==> config.mk <==
export PLATFORM = sky130hd
export DESIGN_NAME = jump_motion
export DESIGN_NICKNAME = d
export VERILOG_FILES = /design/src/rtl/jump_motion_pkg.sv /design/src/rtl/jump_motion_edge_detect_fall.sv /design/src/rtl/jump_motion.sv
export SDC_FILE = /design/constraint.sdc
export NUM_CORES = 1
export LEC_CHECK = 0
export CAP_MARGIN = 20
export CORE_MARGIN = 2
export CORE_UTILIZATION = 57
export DETAILED_ROUTE_END_ITERATION = 16
export PLACE_DENSITY = 0.85
export SETUP_SLACK_MARGIN = 0.2
export SKIP_CTS_REPAIR_TIMING = 1
export SLEW_MARGIN = 40
export SYNTH_ARGS = -nofsm -noshare
export SYNTH_HDL_FRONTEND = slang
export SYNTH_HIERARCHICAL = 1
export SYNTH_SLANG_ARGS = --single-unit
export TNS_END_PERCENT = 30
==> constraint.sdc <==
create_clock -name clk -period 4.2 [get_ports clk]
set_clock_uncertainty 0.05 [all_clocks]
set_input_delay 0.84 -clock clk [delete_from_list [all_inputs] [get_ports clk]]
set_output_delay 0.84 -clock clk [all_outputs]
set_load 0.01 [all_outputs]
Run 1, signal wires on met1:
Supply wires on this layer in grey.
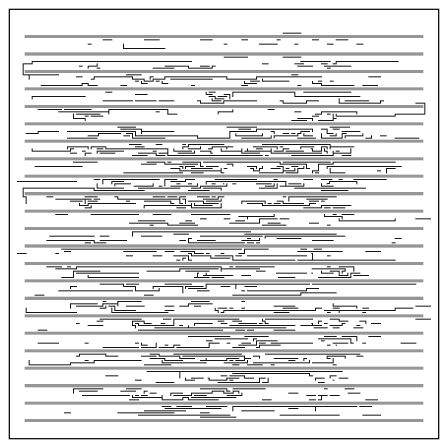
wire length on this layer: 2290 µm
nets with wire on the layer: 271
main direction: horizontal
wire length after detailed routing: 4.82 mm
detailed-route via count: 1862
met1 track demand over resource: 34.1%

Run 1, met2 routing:
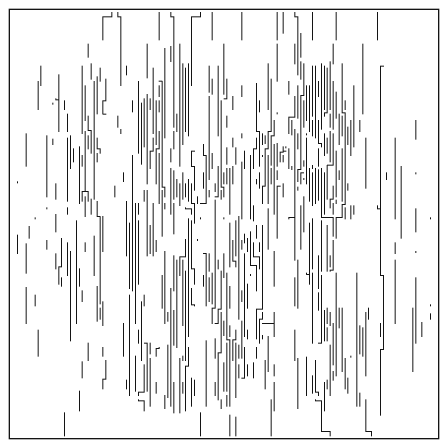
main direction: vertical
longest straight run: 32.6 µm
GRT met2 Usage: 39.6%

Run 1, M3 wires:
The bar under the picture is 20 µm long.
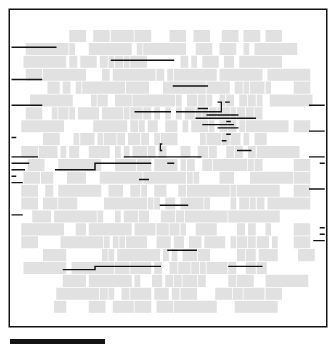
wire length on this layer: 214 µm
nets with wire on the layer: 32
fraction of met3 tracks used by global routing: 5.57%

==> results.txt, run 1 <==
Notes on the flow outputs.

- The critical path data required time reads 4.39 ns.
- The area of the mapped netlist reads 2240 µm².
- The internal reg-to-reg setup slack is 1.90 ns.
- The critical path crosses 6 cells after its start point.
- The data-path buffer share of cell area in the final layout is 13.4%.
- The worst setup path is launched from an input pin.
- The power in the clock group is 333 µW.
- The worst hold margin is 0.433 ns.
- Averaged over all synthesized cells, the footprint is 9.46 µm².
- The logs give a warning total of 26.
- Sequential cells were found to cover 45.8% of the synthesized design area.
- The share of total power in sequential cells is 31.4%.
- Counting every sink on the clock net gives 41.
- The static leakage is 1.24 nW.
- The final cell count without fillers is 324.
- The number of cells in the yosys synthesis report reads 237.
- The combinational fraction of the cell area reads 41.2%.
- Among logic cells in the layout, the one with the most instances is sky130_fd_sc_hd__dfrtp_1.
- Cell internal power was estimated by the tool at 1.31 mW.
- The power drawn by the combinational cells is 1.16 mW.
- The report lists the power per cell area as 792 nW/µm².
- The number of cells on the worst reg-to-reg path reads 7.
- After floorplanning, the core was sized to cover 3720 µm².
- The portion of total power attributed to the clock network reads 15.3%.
- Setup repair after global routing left no endpoint under its margin.
- Global routing put the most usage on met2.
- STA on the placed design reports a worst setup slack of 1.20 ns.
- The root buffer cell reads sky130_fd_sc_hd__clkbuf_8.
- The run finished with clean final reports.
- The number of sequential storage elements reads 41.
- The number of DRC markers in iteration 0 is 126.
- The floorplan report gives the top-level pin count as 38.
- Checking max transition, the worst relative margin is 54.7%.
- The proportion of register bits with asynchronous set or reset after synthesis is 100%.
- Yosys mapped a number of flops with a built-in enable equal to 0.
==> run 2, diff against run 1 <==
Settings changed: CORE_UTILIZATION 57 to 53, PLACE_DENSITY 0.85 to 0.8.
Clock period 4.2 ns to 2.7 ns, I/O delays scaled along.
Run 2, gate-type map:
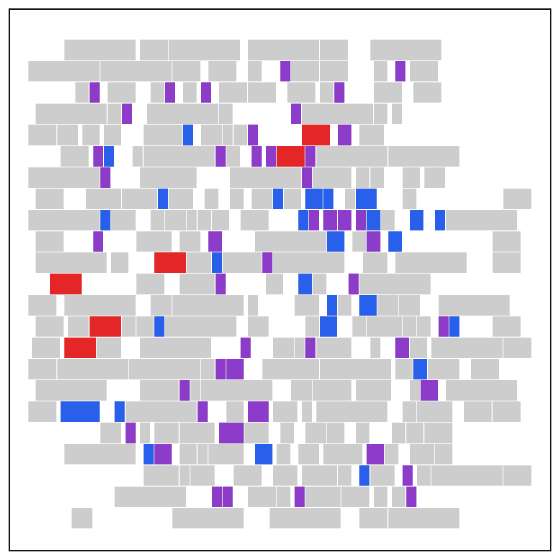
| colour | family | cells |
|---|---|---|
| blue | NOR gates | 27 |
| red | multiplexers | 6 |
| purple | NAND gates | 46 |
most frequent logic cell in the layout: sky130_fd_sc_hd__dfrtp_1
fraction of area in multi-input gates: 41.1%

==> results.txt, run 2 <==
Notes on the flow outputs.

- The number of DRC markers in iteration 0 is 114.
- According to the dpl log, the detail-placed design has an HPWL of 3.45 mm.
- Once placement finished, the instance area stood at 2670 µm².
- The number of cells on the worst reg-to-reg path is 7.
- The critical path depth is 7.
- The data-path buffer share of cell area in the final layout is 14.4%.
- The critical path data required time reads 2.81 ns.
- The power density over cell area reads 1190 nW/µm².
- Global route summary, busiest routing layer listed as met2.
- The number of I/O pins is 38.
- The clock network is responsible for 12.5% of the overall power.
- The run finished with clean final reports.
- The clock net sink count is 41.
- The final cell count without fillers reads 329.
- The detailed-route wire length reads 4.73 mm.
- The proportion of register bits with asynchronous set or reset after synthesis is 100%.
- The via total after detailed routing reads 1840.
- For the combinational group, total power comes out at 1.81 mW.
- Power attributed to the clock group is 409 µW.
- The sequential element share of the synthesized area reads 45.8%.
- The synth_stat.txt file lists the number of cells as 237.
- Setup repair after global routing left no endpoint under its margin.
- The startpoint class of the critical path is a flop.
- The area of the core is 4030 µm².
- The static leakage is 1.25 nW.
- The average instance area after synthesis reads 9.46 µm².
- The ratio of routed vias to standard cells reads 5.59.
- The worst hold margin is 0.168 ns.
- The internal reg-to-reg setup slack is 0.45 ns.
- The number of synthesized flops with an enable pin is 0.
- The met3 track demand over resource in global routing reads 4.39%.
- The pre-CTS setup check shows a worst slack of 0.266 ns.
- The worst slew margin relative to its limit reads 60.6%.
- The tree is rooted in a sky130_fd_sc_hd__clkbuf_8.
- The cell internal power dissipation is 1.95 mW.
- The met2 track utilization from global routing reads 34.4%.
- The area of the mapped netlist reads 2240 µm².
Power is estimated from default activity; no workload was simulated.
